$ cat src/rtl/ref_clk_training_pkg.sv
// ref_clk_training_pkg
// Shared types and constants for the CK0 reference-clock training controller:
// FSM state encoding, ERR_CODE values and default parameter values.
package ref_clk_training_pkg;

  typedef enum logic [3:0] {
    S_IDLE,
    S_LOAD,
    S_SETTLE,
    S_SAMPLE,
    S_EVAL,
    S_STEP,
    S_CENTER,
    S_DONE,
    S_ERR
  } state_t;

  localparam logic [1:0] ERR_NONE    = 2'b00;
  localparam logic [1:0] ERR_NO_EDGE = 2'b01;
  localparam logic [1:0] ERR_RANGE   = 2'b10;

  localparam int DEF_TAP_W          = 8;
  localparam int DEF_MAX_TAPS       = 127;
  localparam int DEF_SETTLE_CYCLES  = 16;
  localparam int DEF_SAMPLE_CYCLES  = 32;
  localparam int DEF_CENTER_BACKOFF = 8;

  // Bits needed to hold values 0..n.
  function automatic int cnt_w(input int n);
    return (n < 2) ? 1 : $clog2(n + 1);
  endfunction

endpackage

$ cat src/rtl/ref_clk_training_ctrl_rx_window_checker.sv
// rx_window_checker
// Examines one sampling window of RX_DATA words for a single delay tap.
// The first window cycle captures the reference word; every later cycle
// flags the tap unstable if the word differs from it. With
// EYE_MONITOR_CHECK_EN defined, the eye-monitor early/late flags on any
// later cycle also mark the tap unstable.
// Ports:
//   clk, rst_n          clock, async active-low reset
//   sample_en           high on every cycle of the window
//   rx_data             deserialized CK0 word
//   eye_early/eye_late  eye-monitor flags (EYE_MONITOR_CHECK_EN only)
//   done                last cycle of the window (combinational)
//   stable              last window held the reference word throughout
//   ref_word            word captured on the first window cycle
module rx_window_checker
  import ref_clk_training_pkg::*;
#(
  parameter int SAMPLE_CYCLES = DEF_SAMPLE_CYCLES
) (
  input  logic       clk,
  input  logic       rst_n,
  input  logic       sample_en,
  input  logic [7:0] rx_data,
`ifdef EYE_MONITOR_CHECK_EN
  input  logic       eye_early,
  input  logic       eye_late,
`endif
  output logic       done,
  output logic       stable,
  output logic [7:0] ref_word
);

  localparam int CNT_W = cnt_w(SAMPLE_CYCLES);

  logic             in_window;
  logic [CNT_W-1:0] remain;
  logic             unstable;
  logic             bad_word;

`ifdef EYE_MONITOR_CHECK_EN
  assign bad_word = (rx_data != ref_word) || eye_early || eye_late;
`else
  assign bad_word = (rx_data != ref_word);
`endif

  assign done   = sample_en && in_window && (remain == '0);
  assign stable = ~unstable;

  always_ff @(posedge clk or negedge rst_n) begin
    if (!rst_n) begin
      in_window <= 1'b0;
      remain    <= '0;
      unstable  <= 1'b0;
      ref_word  <= '0;
    end else if (sample_en) begin
      if (!in_window) begin
        // remain counts the compare cycles still to come after this one
        ref_word  <= rx_data;
        unstable  <= 1'b0;
        in_window <= 1'b1;
        remain    <= CNT_W'(SAMPLE_CYCLES - 2);
      end else begin
        if (bad_word) unstable <= 1'b1;
        if (remain == '0) in_window <= 1'b0;
        else              remain    <= remain - 1'b1;
      end
    end
  end

endmodule

$ cat src/rtl/ref_clk_training_ctrl.sv
// ref_clk_training_ctrl
// Fabric-side training controller for the DDR4 CK0 reference-clock lane.
// Sweeps the IOD input delay line upward until the stable RX pattern changes
// (the clock edge), then backs off toward the eye centre and reports.
// Optional build macro: EYE_MONITOR_CHECK_EN (eye-monitor flags also count
// as instability; CLEAR_FLAGS pulses at the start of every sample window).
// Ports:
//   FAB_CLK, ARST_N             clock, async active-low reset
//   TRAIN_START                 single-cycle start request
//   RX_DATA                     deserialized CK0 word
//   EYE_MONITOR_EARLY/LATE      eye-monitor flags
//   DELAY_LINE_OUT_OF_RANGE     delay-line limit flag
//   DELAY_LINE_LOAD/MOVE        one-cycle delay-line pulses
//   DELAY_LINE_DIRECTION        1 = increment, 0 = decrement (with MOVE)
//   EYE_MONITOR_CLEAR_FLAGS     one-cycle eye-monitor clear pulse
//   BUSY, TRAIN_DONE, TRAIN_ERR status
//   ERR_CODE                    01 no edge, 10 out of range
//   EDGE_TAP, FINAL_TAP         edge tap and tap after back-off
//
// state    | meaning
// S_IDLE   | waiting for TRAIN_START after reset
// S_LOAD   | LOAD pulse out, delay line returning to static value
// S_SETTLE | waiting SETTLE_CYCLES after a load or move
// S_SAMPLE | examining RX words for the current tap
// S_EVAL   | deciding base / edge / give-up / next tap
// S_STEP   | increment MOVE pulse out
// S_CENTER | decrement MOVE pulse out, or back-off finished
// S_DONE   | success, results held
// S_ERR    | failure, ERR_CODE held
module ref_clk_training_ctrl
  import ref_clk_training_pkg::*;
#(
  parameter int TAP_W          = DEF_TAP_W,
  parameter int MAX_TAPS       = DEF_MAX_TAPS,
  parameter int SETTLE_CYCLES  = DEF_SETTLE_CYCLES,
  parameter int SAMPLE_CYCLES  = DEF_SAMPLE_CYCLES,
  parameter int CENTER_BACKOFF = DEF_CENTER_BACKOFF
) (
  input  logic             FAB_CLK,
  input  logic             ARST_N,
  input  logic             TRAIN_START,
  input  logic [7:0]       RX_DATA,
  input  logic             EYE_MONITOR_EARLY,
  input  logic             EYE_MONITOR_LATE,
  input  logic             DELAY_LINE_OUT_OF_RANGE,
  output logic             DELAY_LINE_LOAD,
  output logic             DELAY_LINE_MOVE,
  output logic             DELAY_LINE_DIRECTION,
  output logic             EYE_MONITOR_CLEAR_FLAGS,
  output logic             BUSY,
  output logic             TRAIN_DONE,
  output logic             TRAIN_ERR,
  output logic [1:0]       ERR_CODE,
  output logic [TAP_W-1:0] EDGE_TAP,
  output logic [TAP_W-1:0] FINAL_TAP
);

  localparam int               SET_W     = cnt_w(SETTLE_CYCLES);
  localparam logic [SET_W-1:0] SET_INIT  = SET_W'(SETTLE_CYCLES - 1);
  localparam logic [TAP_W-1:0] MAX_TAP_V = TAP_W'(MAX_TAPS);
  localparam logic [TAP_W-1:0] BACKOFF_V = TAP_W'(CENTER_BACKOFF);

  state_t           state;
  logic [TAP_W-1:0] tap;
  logic [TAP_W-1:0] backoff_cnt;
  logic [SET_W-1:0] settle_tmr;
  logic [7:0]       base_word;
  logic             have_base;
  logic             backing_off;
  logic             after_move;

  logic             sample_en;
  logic             win_done;
  logic             win_stable;
  logic [7:0]       win_ref;
  logic [TAP_W-1:0] backoff_init;
  logic             edge_found;

  assign sample_en    = (state == S_SAMPLE);
  // Clamp so the back-off can never walk the tap below zero.
  assign backoff_init = (tap < BACKOFF_V) ? tap : BACKOFF_V;
  assign edge_found   = win_stable && have_base && (win_ref != base_word);

  rx_window_checker #(
    .SAMPLE_CYCLES (SAMPLE_CYCLES)
  ) u_rx_window_checker (
    .clk       (FAB_CLK),
    .rst_n     (ARST_N),
    .sample_en (sample_en),
    .rx_data   (RX_DATA),
`ifdef EYE_MONITOR_CHECK_EN
    .eye_early (EYE_MONITOR_EARLY),
    .eye_late  (EYE_MONITOR_LATE),
`endif
    .done      (win_done),
    .stable    (win_stable),
    .ref_word  (win_ref)
  );

`ifndef EYE_MONITOR_CHECK_EN
  logic unused_eye;
  assign unused_eye = EYE_MONITOR_EARLY ^ EYE_MONITOR_LATE;
`endif

  always_ff @(posedge FAB_CLK or negedge ARST_N) begin
    if (!ARST_N) begin
      state                   <= S_IDLE;
      tap                     <= '0;
      backoff_cnt             <= '0;
      settle_tmr              <= '0;
      base_word               <= '0;
      have_base               <= 1'b0;
      backing_off             <= 1'b0;
      after_move              <= 1'b0;
      DELAY_LINE_LOAD         <= 1'b0;
      DELAY_LINE_MOVE         <= 1'b0;
      DELAY_LINE_DIRECTION    <= 1'b0;
      EYE_MONITOR_CLEAR_FLAGS <= 1'b0;
      BUSY                    <= 1'b0;
      TRAIN_DONE              <= 1'b0;
      TRAIN_ERR               <= 1'b0;
      ERR_CODE                <= ERR_NONE;
      EDGE_TAP                <= '0;
      FINAL_TAP               <= '0;
    end else begin
      // pulse outputs are asserted on entry to the state that owns them
      DELAY_LINE_LOAD         <= 1'b0;
      DELAY_LINE_MOVE         <= 1'b0;
      EYE_MONITOR_CLEAR_FLAGS <= 1'b0;

      case (state)
        S_IDLE, S_DONE, S_ERR: begin
          if (TRAIN_START) begin
            TRAIN_DONE      <= 1'b0;
            TRAIN_ERR       <= 1'b0;
            ERR_CODE        <= ERR_NONE;
            EDGE_TAP        <= '0;
            FINAL_TAP       <= '0;
            have_base       <= 1'b0;
            backing_off     <= 1'b0;
            after_move      <= 1'b0;
            tap             <= '0;
            BUSY            <= 1'b1;
            DELAY_LINE_LOAD <= 1'b1;
            state           <= S_LOAD;
          end
        end

        S_LOAD: begin
          tap        <= '0;
          after_move <= 1'b0;
          settle_tmr <= SET_INIT;
          state      <= S_SETTLE;
        end

        S_SETTLE: begin
          if (after_move && DELAY_LINE_OUT_OF_RANGE) begin
            ERR_CODE  <= ERR_RANGE;
            TRAIN_ERR <= 1'b1;
            BUSY      <= 1'b0;
            state     <= S_ERR;
          end else if (settle_tmr == '0) begin
            if (backing_off) begin
              if (backoff_cnt != '0) begin
                DELAY_LINE_MOVE      <= 1'b1;
                DELAY_LINE_DIRECTION <= 1'b0;
              end
              state <= S_CENTER;
            end else begin
`ifdef EYE_MONITOR_CHECK_EN
              EYE_MONITOR_CLEAR_FLAGS <= 1'b1;
`endif
              state <= S_SAMPLE;
            end
          end else begin
            settle_tmr <= settle_tmr - 1'b1;
          end
        end

        S_SAMPLE: begin
          if (win_done) state <= S_EVAL;
        end

        S_EVAL: begin
          // Base capture does not end the evaluation: the tap limit still
          // decides between STEP and ERR, so STEP is never entered at MAX_TAPS.
          if (win_stable && !have_base) begin
            base_word <= win_ref;
            have_base <= 1'b1;
          end
          if (edge_found) begin
            EDGE_TAP    <= tap;
            backoff_cnt <= backoff_init;
            backing_off <= 1'b1;
            if (backoff_init != '0) begin
              DELAY_LINE_MOVE      <= 1'b1;
              DELAY_LINE_DIRECTION <= 1'b0;
            end
            state <= S_CENTER;
          end else if (tap == MAX_TAP_V) begin
            ERR_CODE  <= ERR_NO_EDGE;
            TRAIN_ERR <= 1'b1;
            BUSY      <= 1'b0;
            state     <= S_ERR;
          end else begin
            DELAY_LINE_MOVE      <= 1'b1;
            DELAY_LINE_DIRECTION <= 1'b1;
            state                <= S_STEP;
          end
        end

        S_STEP: begin
          tap        <= tap + 1'b1;
          after_move <= 1'b1;
          settle_tmr <= SET_INIT;
          state      <= S_SETTLE;
        end

        S_CENTER: begin
          if (backoff_cnt != '0) begin
            tap         <= tap - 1'b1;
            backoff_cnt <= backoff_cnt - 1'b1;
            after_move  <= 1'b1;
            settle_tmr  <= SET_INIT;
            state       <= S_SETTLE;
          end else begin
            FINAL_TAP  <= tap;
            TRAIN_DONE <= 1'b1;
            BUSY       <= 1'b0;
            state      <= S_DONE;
          end
        end

        default: state <= S_IDLE;
      endcase
    end
  end

endmodule

$ cat config.mk
export PLATFORM = sky130hd
export DESIGN_NAME = ref_clk_training_ctrl
export DESIGN_NICKNAME = d
export VERILOG_FILES = /design/src/rtl/ref_clk_training_pkg.sv /design/src/rtl/ref_clk_training_ctrl_rx_window_checker.sv /design/src/rtl/ref_clk_training_ctrl.sv
export SDC_FILE = /design/constraint.sdc
export NUM_CORES = 1
export LEC_CHECK = 0
export CAP_MARGIN = 20
export CORE_UTILIZATION = 46
export CTS_CLUSTER_SIZE = 10
export DETAILED_ROUTE_END_ITERATION = 12
export GPL_TIMING_DRIVEN = 0
export HOLD_SLACK_MARGIN = 0.15
export PLACE_DENSITY_LB_ADDON = 0.3
export SLEW_MARGIN = 25
export SYNTH_ARGS = -nofsm -noshare
export SYNTH_HDL_FRONTEND = slang
export SYNTH_SLANG_ARGS = --single-unit
export TNS_END_PERCENT = 5
$ cat constraint.sdc
create_clock -name FAB_CLK -period 6.5 [get_ports FAB_CLK]
set_clock_uncertainty 0.15 [all_clocks]
set_input_delay 1.3 -clock FAB_CLK [delete_from_list [all_inputs] [get_ports FAB_CLK]]
set_output_delay 1.3 -clock FAB_CLK [all_outputs]
set_load 0.02 [all_outputs]
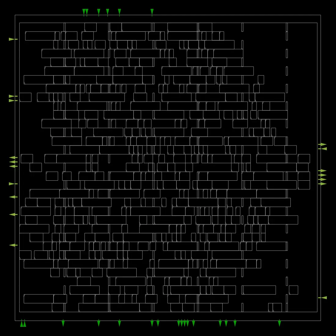
**Above:** run 1 (placed standard cells).
Rows: 33
# fillers: 740
final core utilization: 0.5640
core area: 0.008299 sq mm
num sequential: 76

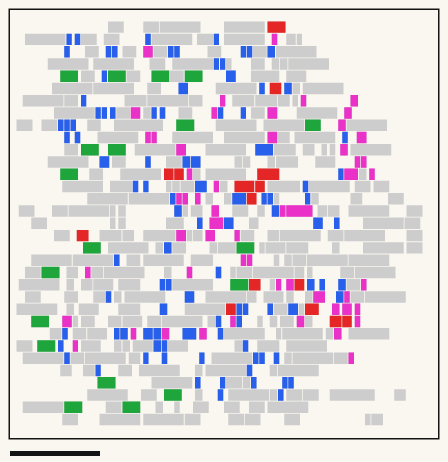
**Above:** run 1 (gate families picked out).
The bar under the picture is 20 um long.
green -> mux cells  # cells 19
magenta -> nor cells  # cells 54
red -> and/or cells  # cells 15
blue -> nand cells  # cells 99

==> impl_metrics.csv, run 1 <==
group,metric,value,unit
route,vias,3074,
logic_synthesis,synthAoiAreaFrac,0.1181,
worst_setup_path,critPathSlowestCell,"clkdlybuf4s50_1",
placement,place.gp.congestion,0.8669,
layout,antennaDiodeCount,0,
global_route,grt_overflow,0,
logic_synthesis,edf_count,0,
pwr,power_density,462.2,mW/mm^2
cts,cts_tree,"done",
outcome,status,"completed",
logic_synthesis,synth-xor-area-share,0.06616,
logic_synthesis,ys_sh_simple,0.2064,
layout,nonClkBufAreaFrac,0.09810,
die,dieArea,0.009009,sq mm
route,drtPass1Iterations,4,
timing,tightest_slew,0.7331,ns
cts,cts_setup_buffers,0,
timing,setup_tns,0,ns
route,drc,0,
cts,cts_buffer_depth,2,
layout,seq_area,0.001902,sq mm
logic_synthesis,syn_avg_cell_area,9.830,sq um
timing,report.final.setup_viol,0,
timing,finalCriticalPeriod,2.804,ns
logic_synthesis,yosys_warnings,0,
timing,slew_viol_final,0,
die,ios,39,
timing,max_freq,0.3567,GHz
logic_synthesis,ys_sh_adder,0.03970,
cts,htree_levels,3,
route,ant_nets,0,
timing,rsz0062_at_grt,"false",
logic_synthesis,synth_cell_types,60,
worst_setup_path,cp-end-kind,"flop",
global_route,grt_max_degree,47,
logic_synthesis,ys_cells,404,
layout,comb_area,0.001926,sq mm
cts,cts.sinks,76,
layout,n_clock_buffer,12,
layout,largestClassByArea,"logic gates",
placement,port_buffers,35,
layout,signal_buffers,49,
run,warning_count,29,
worst_setup_path,max_stage_delay,0.45,ns
global_route,grt_pass1_wl,13.92,mm
worst_setup_path,worst-path-buf-inv,3,
layout,drive_above_1_share,0.1162,
logic_synthesis,async_flop_share,1.000,
die,taps,105,
route,drt_iter0_markers,194,
global_route,use_met3,0.03140,
cts,cts_resized,0,
placement,dp_hpwl,6.020,mm
logic_synthesis,ys_area,0.003971,sq mm
worst_setup_path,crit_chain,"clkdlybuf4s50_1, nand2_1, inv_1, o21ai_1, buf_2, nand2_1, o31ai_1",
worst_setup_path,crit_fanout,10,
layout,stdcell_count,561,
layout,syn_to_final_growth,17.86,%
worst_setup_path,path_class,"in2reg",
logic_synthesis,ys.flops,76,
route,wire_per_inst,14.86,um
worst_setup_path,worst_path_most_repeated_cell,"nand2_1",
layout,inv_count,16,
min_path,hold_class,"reg2reg",
cts,numCtsBuffers,9,
logic_synthesis,synth_cells,404,
logic_synthesis,ys_top_logic_family,"simple AND/OR/NAND/NOR gates",
worst_setup_path,crit_family,"buffers and inverters",
layout,comb_share,0.4114,
pwr,power.leakage,0.002117,uW
layout,clock_area_frac,0.04330,
worst_setup_path,critPathLaunchType,"input pin",
timing,min_period_over_period,0.4313,
logic_synthesis,ys_sh_mux,0.05356,
pwr,peakVddDrop,0.1893,mV
global_route,use_met1,0.2949,
cts,cts.hold.buffers_added,0,
run,drv_cap,0,
global_route,grt.busiest_layer,"met2",
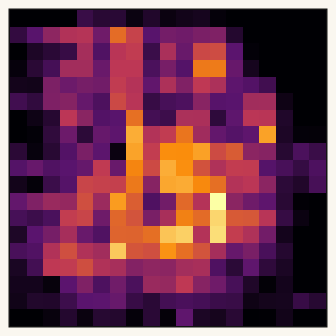
**Above:** run 1 (wiring heat map).
The die is cut into 19 by 19 equal tiles; black is low, pale yellow is high, scaled to the fullest tile. Values are wire area over tile area, all layers added.
tiles over half the peak = 19%
nearly empty tiles = 17%
fullest tile = 0.50
mean over tiles = 0.14

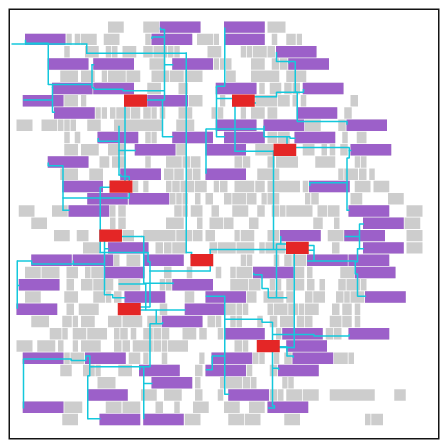
**Above:** run 1 (clock wires, drivers and flops).
red -> clock drivers  # count 9
cyan -> clock wires  # length 931 um
purple -> flip-flops  # count 76
routed clock nets = 10

[run 1: synthesized netlist by cell type (6+ instances only)]
cell type | instances | area (sq um)
nand2_1 | 73 | 274.0
nor2_1 | 29 | 108.9
o21ai_0 | 16 | 80.08
xor2_1 | 15 | 131.4
xnor2_1 | 15 | 131.4
inv_1 | 16 | 60.06
dfrtp_1 | 76 | 1902
nand3_1 | 13 | 65.06
nor3_1 | 11 | 55.05
mux2_2 | 18 | 202.7
ha_1 | 11 | 137.6
a21oi_1 | 15 | 75.07
nor4_1 | 6 | 37.54
[run 1: per-stage QoR]
| step | hold WS (ns) | setup WS (ns) | power [uW] | cell area (sq um) |
|---|---|---|---|---|
| after floorplan | 0.2918 | 3.964 | 1519 | 3971 |
| after global placement | 0.3077 | 1.304 | 1760 | 4453 |
| after detailed placement | 0.3217 | 3.366 | 1800 | 4478 |
| after CTS | 0.3383 | 3.706 | 2171 | 4681 |
| after global routing | 0.3684 | 3.560 | 2331 | 4681 |
| final | 0.3320 | 3.696 | 2164 | 4681 |
[run 1: sequential cells by signal, indices dropped and copies added (netlist names), 2 cells and up]
register,count
EDGE_TAP,8
ERR_CODE,2
FINAL_TAP,8
backoff_cnt,8
base_word,8
settle_tmr,5
state,4
tap,8
u_rx_window_checker.ref_word,8
u_rx_window_checker.remain,6
[run 1: placed cells by master, fill, tap and decap left out, drive strengths merged, types with 2 or more instances in the layout]
cell / count
mux2: 18
a31oi: 2
o31ai: 5
or3: 4
nor4b: 2
buf: 10
o21ai: 19
nand2b: 5
nor2b: 4
inv: 16
a22oi: 2
ha: 11
dfrtp: 76
or4: 2
nand4b: 2
and2: 3
nand3: 13
o21a: 2
xnor2: 15
nand4: 4
nor2: 29
clkbuf: 17
nor3: 12
clkdlybuf4s50: 34
a21oi: 15
o211ai: 2
clkinv: 2
o32a: 3
nand2: 73
o22ai: 4
nor4: 6
xor2: 15
a21o: 4
and3: 3
[run 1: final timing paths]
path,depth (start not counted),from,slack [ns],end
min in group asynchronous,1,ARST_N,0.73,backoff_cnt[4]$_DFFE_PN0P_
hold reg to reg,1,after_move$_DFFE_PN0P_,0.33,after_move$_DFFE_PN0P_
max in group asynchronous,2,ARST_N,4.90,base_word[1]$_DFFE_PN0P_
hold / removal,1,after_move$_DFFE_PN0P_,0.33,after_move$_DFFE_PN0P_
setup / recovery,7,TRAIN_START,3.70,tap[3]$_DFFE_PN0P_
setup reg to reg,10,state[3]$_DFFE_PN0P_,3.80,tap[7]$_DFFE_PN0P_
[run 1: report_power, final]
part	internal, uW	switching, uW
Clock	197	169
Sequential	642	171
Combinational	438	546
Total	1280	887
[run 1: kinds of logic after synthesis]
logic type / count (synthesis)
simple gates: 168
flops: 76
compound gates: 69
xor+xnor: 30
buf+inv: 29
mux: 19
fa+ha+maj: 12
other cells: 1
[run 1: layer usage]
layer,vias to the layer above,part of all wire
li1,1512,-
met3,6,0.034
met1,1497,0.48
met5,-,0
met2,59,0.47
met4,0,0.010
--- run 2 (diff from run 1) ---
Clock period 6.5 ns to 2.8 ns, I/O delays scaled along.
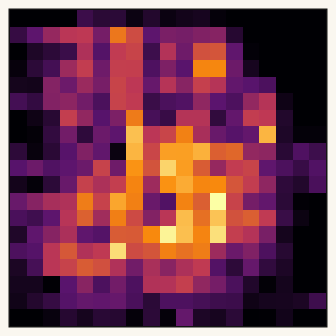
**Above:** run 2 (wiring heat map).
The die is cut into 19 by 19 equal tiles; black is low, pale yellow is high, scaled to the fullest tile. Values are wire area over tile area, all layers added.
mean over tiles = 0.14
tiles over half the peak = 24%
densest ninth of the die = center
nearly empty tiles = 17%
emptiest ninth of the die = upper right

==> impl_metrics.csv, run 2 <==
group,metric,value,unit
layout,nets,478,
logic_synthesis,ys_cells,404,
worst_setup_path,cp.arrival,2.84,ns
cts,cts_resized,0,
layout,design_area,0.004691,sq mm
placement,port_buffers,35,
layout,syn_to_final_growth,18.12,%
timing,max_freq,0.3704,GHz
logic_synthesis,most_common_cell,"dfrtp_1",
route,via_per_inst,5.493,
logic_synthesis,ys_sh_adder,0.03970,
cts,cts_tree,"done",
die,die_h,94.92,um
cts,cts_setup_buffers,0,
global_route,use_met1,0.2949,
min_path,hold_class,"reg2reg",
logic_synthesis,flop_cell,"dfrtp_1",
timing,report.final.setup_viol,0,
logic_synthesis,ys.flops,76,
global_route,use_met3,0.03140,
route,ant_nets,0,
layout,fillers,739,
layout,lay_top_count,"dfrtp_1",
route,vias,3087,
cts,htree_levels,3,
cts,numCtsBuffers,9,
layout,mostFrequentLayoutCells,"76 x dfrtp_1, 73 x nand2_1, 34 x clkdlybuf4s50_1, 29 x nor2_1, 18 x mux2_2",
logic_synthesis,ys_sh_simple,0.2064,
logic_synthesis,top_area_cell,"dfrtp_1",
timing,finalCriticalPeriod,2.700,ns
route,drc,0,
timing,slew_viol_final,0,
die,die_x,94.92,um
global_route,grt_antenna_before_repair,0,
run,drv_cap,0,
timing,tightest_slew,0.7234,ns
global_route,grt_overflow,0,
worst_setup_path,cp-end-kind,"flop",
layout,drive_above_1_share,0.1160,
logic_synthesis,postSynthSeqShare,0.4789,
run,warning_count,30,
route,routed_wl,8.353,mm
pwr,power_density,1070,mW/mm^2
logic_synthesis,edf_count,0,
logic_synthesis,synthAoiAreaFrac,0.1181,
layout,seq_area,0.001902,sq mm
global_route,grt_pass1_wl,13.92,mm
global_route,grt_util_all_layers,0.2036,
global_route,grt.busiest_layer,"met2",
cts,cts.sinks,76,
logic_synthesis,ys_sh_mux,0.05356,
logic_synthesis,syn_nets,430,
timing,slew_headroom,0.5110,
cts,clock_latency,0.35,ns
die,core-area,0.008299,sq mm
route,drt_iter0_markers,173,
cts,path_clk_slew,0.08,ns
logic_synthesis,top_area_frac,0.4789,
die,fp_util,0.4785,
die,dieArea,0.009009,sq mm
placement,place.gp.congestion,0.8669,
layout,antennaDiodeCount,0,
logic_synthesis,synthTopCellsByArea,"dfrtp_1 48%, nand2_1 6.9%, mux2_2 5.1%",
die,rows,33,
logic_synthesis,synth-xor-area-share,0.06616,
outcome,status,"completed",
pwr,peakVddDrop,0.4414,mV
worst_setup_path,path_class,"reg2reg",
layout,comb_area,0.001926,sq mm
cts,cts_buffer_depth,2,
logic_synthesis,synth_cell_types,60,
route,wire_per_inst,14.86,um
die,ios,39,
timing,rsz0062_at_grt,"true",
worst_setup_path,crit_fanout,13,
pwr,total_power,5021,uW
logic_synthesis,ys_top_logic_family,"simple AND/OR/NAND/NOR gates",
global_route,grt_pass1_vias,2894,
logic_synthesis,async_flop_share,1.000,
pwr,power.leakage,0.002122,uW
logic_synthesis,synth_cells,404,
logic_synthesis,common_cells,"76 x dfrtp_1, 73 x nand2_1, 29 x nor2_1, 18 x mux2_2",
timing,min_period_over_period,0.9643,
route,drtPass1Iterations,4,
worst_setup_path,required,2.94,ns
logic_synthesis,yosys_warnings,0,
global_route,grt_max_degree,47,
worst_setup_path,critPathLaunchType,"flop",
logic_synthesis,ys_area,0.003971,sq mm
logic_synthesis,syn_avg_cell_area,9.830,sq um
placement,dp_hpwl,6.020,mm
placement,placed_area,0.004478,sq mm
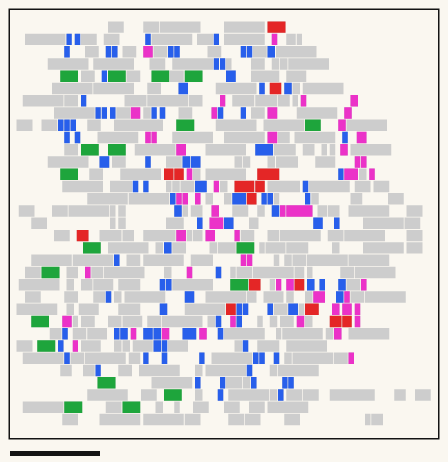
**Above:** run 2 (gate families picked out).
The bar under the picture is 20 um long.
blue -> nand cells  # cells 99
green -> mux cells  # cells 19
red -> and/or cells  # cells 15
magenta -> nor cells  # cells 54

[run 2: logic make-up after synthesis]
kind of cell    count (synthesis)
buf+inv                        29
other cells                     1
xor+xnor                       30
fa+ha+maj                      12
compound gates                 69
simple gates                  168
flops                          76
mux                            19
[run 2: per-stage QoR]
stage / instances / setup WS [ns] / setup TNS [ns] / hold WS (ns) / utilization
floorplan: 404 / 0.4061 / 0 / 0.1144 / -
CTS: 562 / 0.1166 / 0 / 0.3383 / 0.5652
detailed placement: 545 / 0.1251 / 0 / 0.3217 / 0.5396
global placement: 544 / -1.656 / -125.43 / 0.3077 / 0.5366
global route: 562 / -0.04830 / -0.09571 / 0.3684 / 0.5652
finish: 562 / 0.1001 / 0 / 0.3355 / 0.5652
[run 2: layout make-up]
cell class | count | share of cell area
sequential | 76 | 0.4054
timing repair buffer | 37 | 0.08216
tap | 105 | 0.02801
buffer | 13 | 0.01787
multi-input combinational | 299 | 0.4105
clock inverter | 4 | 0.01014
clock buffer | 12 | 0.03308
inverter | 16 | 0.01280
[run 2: worst max-delay path, cell delays in order (launching register included)]
cell	delay [ns]
dfrtp_1	0.37
buf_6	0.14
nand4bb_1	0.17
buf_2	0.18
inv_1	0.37
ha_1	0.32
a21o_1	0.19
a41oi_1	0.26
nand3_1	0.14
a211o_1	0.27
nand3_1	0.08
[run 2: power breakdown]
group	leakage [uW]	internal (uW)	switching (uW)	total, uW
Sequential	0.000967	1490	396	1890
Clock	0.000102	458	390	848
Combinational	0.00105	1020	1270	2290
Total	0.00212	2960	2060	5020
[run 2: timing repair]
action	CTS	global route
endpoints found under the hold margin	30	0
hold buffers	1	0
endpoints found under the setup margin	0	3
[run 2: path summary, 6_finish.rpt]
path	to	depth (start not counted)	from	slack, ns
setup / recovery	tap[7]$_DFFE_PN0P_	10	state[3]$_DFFE_PN0P_	0.10
hold / removal	after_move$_DFFE_PN0P_	1	after_move$_DFFE_PN0P_	0.34
setup reg to reg	tap[7]$_DFFE_PN0P_	10	state[3]$_DFFE_PN0P_	0.10
hold reg to reg	after_move$_DFFE_PN0P_	1	after_move$_DFFE_PN0P_	0.34
max in group asynchronous	u_rx_window_checker.unstable$_DFFE_PN0P_	3	ARST_N	1.39
min in group asynchronous	backoff_cnt[4]$_DFFE_PN0P_	2	ARST_N	0.54
[run 2: layer usage]
layer  up-vias  share of wire
met5         -              0
met4         0          0.010
met3         6          0.037
met2        62           0.47
met1      1504           0.48
li1       1515              -
--- run 3 (diff from run 2) ---
Settings changed: CAP_MARGIN 20 to unset, CORE_MARGIN set to 1.
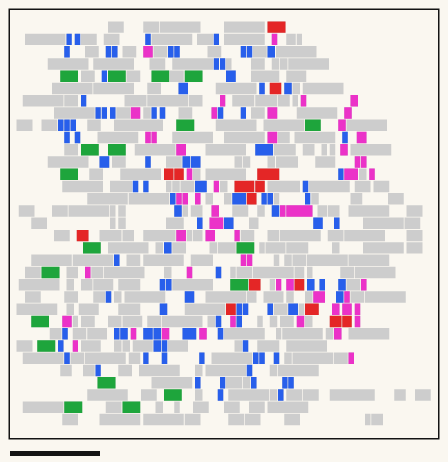
**Above:** run 3 (gate families picked out).
The bar under the picture is 20 um long.
magenta -> nor cells  # cells 54
blue -> nand cells  # cells 99
red -> and/or cells  # cells 15
green -> mux cells  # cells 19

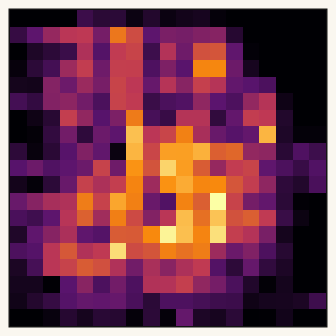
**Above:** run 3 (wiring heat map).
The die is cut into 19 by 19 equal tiles; black is low, pale yellow is high, scaled to the fullest tile. Values are wire area over tile area, all layers added.
mean over tiles = 0.14
nearly empty tiles = 17%
densest ninth of the die = center
tiles over half the peak = 24%
fullest tile = 0.48

==> impl_metrics.csv, run 3 <==
group,metric,value,unit
route,via_per_inst,5.493,
logic_synthesis,syn_avg_cell_area,9.830,sq um
run,warning_count,30,
global_route,grt_antenna_before_repair,0,
logic_synthesis,ys_area,0.003971,sq mm
layout,mostFrequentLayoutCells,"76 x dfrtp_1, 73 x nand2_1, 34 x clkdlybuf4s50_1, 29 x nor2_1, 18 x mux2_2",
logic_synthesis,ys.flops,76,
logic_synthesis,common_cells,"76 x dfrtp_1, 73 x nand2_1, 29 x nor2_1, 18 x mux2_2",
die,dieArea,0.009009,sq mm
placement,dp.cells,545,
die,die_h,94.92,um
timing,min_period_over_period,0.9643,
logic_synthesis,async_flop_share,1.000,
logic_synthesis,most_common_cell,"dfrtp_1",
cts,cts_tree,"done",
worst_setup_path,path_class,"reg2reg",
layout,nets,478,
route,vias,3087,
worst_setup_path,max_stage_delay,0.37,ns
pwr,peakVddDrop,0.4414,mV
global_route,grt_overflow,0,
route,wire_per_inst,14.86,um
layout,fin_util,0.5652,
logic_synthesis,synth_cells,404,
cts,cts_resized,0,
layout,drive_above_1_share,0.1160,
worst_setup_path,crit_fanout,13,
die,die_x,94.92,um
cts,path_clk_slew,0.08,ns
worst_setup_path,worst_path_most_repeated_cell,"nand3_1",
timing,finalCriticalPeriod,2.700,ns
worst_setup_path,critPathLaunchType,"flop",
route,drtPass1Iterations,4,
pwr,switching_share,0.4095,
route,routed_wl,8.353,mm
die,core-area,0.008299,sq mm
layout,lay_top_count,"dfrtp_1",
run,drv_cap,0,
pwr,clockPowerShare,0.169,
cts,cts_root_buf,"clkbuf_8",
logic_synthesis,synth_cell_types,60,
min_path,hold_class,"reg2reg",
worst_setup_path,cp-end-kind,"flop",
route,ant_nets,0,
timing,max_freq,0.3704,GHz
cts,htree_levels,3,
logic_synthesis,top_area_frac,0.4789,
worst_setup_path,required,2.94,ns
pwr,p_sw,2056,uW
pwr,power_density,1070,mW/mm^2
logic_synthesis,synthTopCellsByArea,"dfrtp_1 48%, nand2_1 6.9%, mux2_2 5.1%",
timing,tightest_slew,0.7234,ns
global_route,grt_pass1_vias,2894,
die,fp_util,0.4785,
timing,slew_headroom,0.5110,
logic_synthesis,edf_count,0,
timing,slew_viol_final,0,
cts,numCtsBuffers,9,
logic_synthesis,syn_nets,430,
outcome,status,"completed",
placement,port_buffers,35,
placement,place.gp.congestion,0.8669,
logic_synthesis,postSynthSeqShare,0.4789,
pwr,power.leakage,0.002122,uW
pwr,combPwrFrac,0.455,
logic_synthesis,top_area_cell,"dfrtp_1",
die,rows,33,
logic_synthesis,ys_cells,404,
layout,syn_to_final_growth,18.12,%
worst_setup_path,critPathSlowestCell,"dfrtp_1",
worst_setup_path,crit_chain,"buf_6, nand4bb_1, buf_2, inv_1, ha_1, a21o_1, a41oi_1, nand3_1, a211o_1, nand3_1",
cts,clock_latency,0.35,ns
logic_synthesis,flop_cell,"dfrtp_1",
worst_setup_path,cp.arrival,2.84,ns
cts,cts_setup_buffers,0,
worst_setup_path,crit_family,"AND-OR/OR-AND gates",
placement,dp_hpwl,6.020,mm
pwr,seqPwrFrac,0.376,
timing,setup_tns,0,ns
die,ios,39,
global_route,grt_max_degree,47,
global_route,grt_pass1_wl,13.92,mm
logic_synthesis,yosys_warnings,0,
pwr,power.internal,2965,uW
timing,report.final.setup_viol,0,
cts,cts_buffer_depth,2,
global_route,grt_util_all_layers,0.2036,
route,drc,0,
route,drt_iter0_markers,173,
worst_setup_path,worst-path-buf-inv,3,
layout,stdcell_count,562,
timing,rsz0062_at_grt,"true",
layout,antennaDiodeCount,0,
cts,cts.sinks,76,
[run 3: cell counts in the layout (fill, tap and decap cells not counted)]
No cell type changed its count.
[run 3: final cells by class]
class / instances / area [sq um]
Timing Repair Buffer: 37 / 385.4
Clock buffer: 12 / 155.1
Fill cell: 739 / 3608
Tap cell: 105 / 131.4
Buffer: 13 / 83.83
Multi-Input combinational cell: 299 / 1926
Sequential cell: 76 / 1902
Inverter: 16 / 60.06
Clock inverter: 4 / 47.55
[run 3: path summary, 6_finish.rpt]
check / startpoint / endpoint / slack (ns) / depth (start not counted)
hold reg to reg: after_move$_DFFE_PN0P_ / after_move$_DFFE_PN0P_ / 0.34 / 1
max in group asynchronous: ARST_N / u_rx_window_checker.unstable$_DFFE_PN0P_ / 1.39 / 3
hold / removal: after_move$_DFFE_PN0P_ / after_move$_DFFE_PN0P_ / 0.34 / 1
setup / recovery: state[3]$_DFFE_PN0P_ / tap[7]$_DFFE_PN0P_ / 0.10 / 10
min in group asynchronous: ARST_N / backoff_cnt[4]$_DFFE_PN0P_ / 0.54 / 2
setup reg to reg: state[3]$_DFFE_PN0P_ / tap[7]$_DFFE_PN0P_ / 0.10 / 10
[run 3: cells by family after synthesis]
family | after synthesis | share of synthesized area
xor gates and xnor gates | 30 | 0.06616
buffers and inverters | 29 | 0.03623
DFF | 76 | 0.4789
adders and majority gates | 12 | 0.03970
muxes | 19 | 0.05356
AOI/OAI and AO/OA | 69 | 0.1181
other | 1 | 0.0009443
and+or+nand+nor | 168 | 0.2064
[run 3: timing repair]
action | 4_1_cts | 5_1_grt
hold buffers | 1 | 0
endpoints found under the setup margin | 0 | 3
endpoints found under the hold margin | 30 | 0
[run 3: power by group through the flow]
stage          Sequential [uW]  Combinational, uW  Clock [uW]
5_1_grt                   1950               2550         912
3_5_place_dp              1900               2280           0
3_3_place_gp              1880               2200           0
4_1_cts                   1880               2290         868
2_1_floorplan             1880               1640           0
6_report                  1890               2290         848
[run 3: metal layers]
layer | GRT usage | vias up | wire length, um
met5 | 0 | - | 0
met4 | 0.07955 | 0 | 87
met3 | 0.03140 | 6 | 313
met2 | 0.3052 | 62 | 3930
met1 | 0.2949 | 1504 | 4022
li1 | - | 1515 | -
[run 3: worst register-to-register path: stages (launching register included)]
cell and delay [ns]:
dfrtp_1 0.37, buf_6 0.14, nand4bb_1 0.17, buf_2 0.18
inv_1 0.37, ha_1 0.32, a21o_1 0.19, a41oi_1 0.26
nand3_1 0.14, a211o_1 0.28, nand3_1 0.08
[run 3: through the flow]
stage | hold WS [ns] | setup WS, ns | power [uW] | instance area [sq um]
2_1_floorplan | 0.1144 | 0.4061 | 3525 | 3971
3_3_place_gp | 0.3077 | -1.656 | 4085 | 4453
3_5_place_dp | 0.3217 | 0.1251 | 4178 | 4478
4_1_cts | 0.3383 | 0.1166 | 5040 | 4691
5_1_grt | 0.3684 | -0.04830 | 5413 | 4691
6_report | 0.3355 | 0.1001 | 5021 | 4691
No activity file was given, so power comes from the tool's default toggle rates.
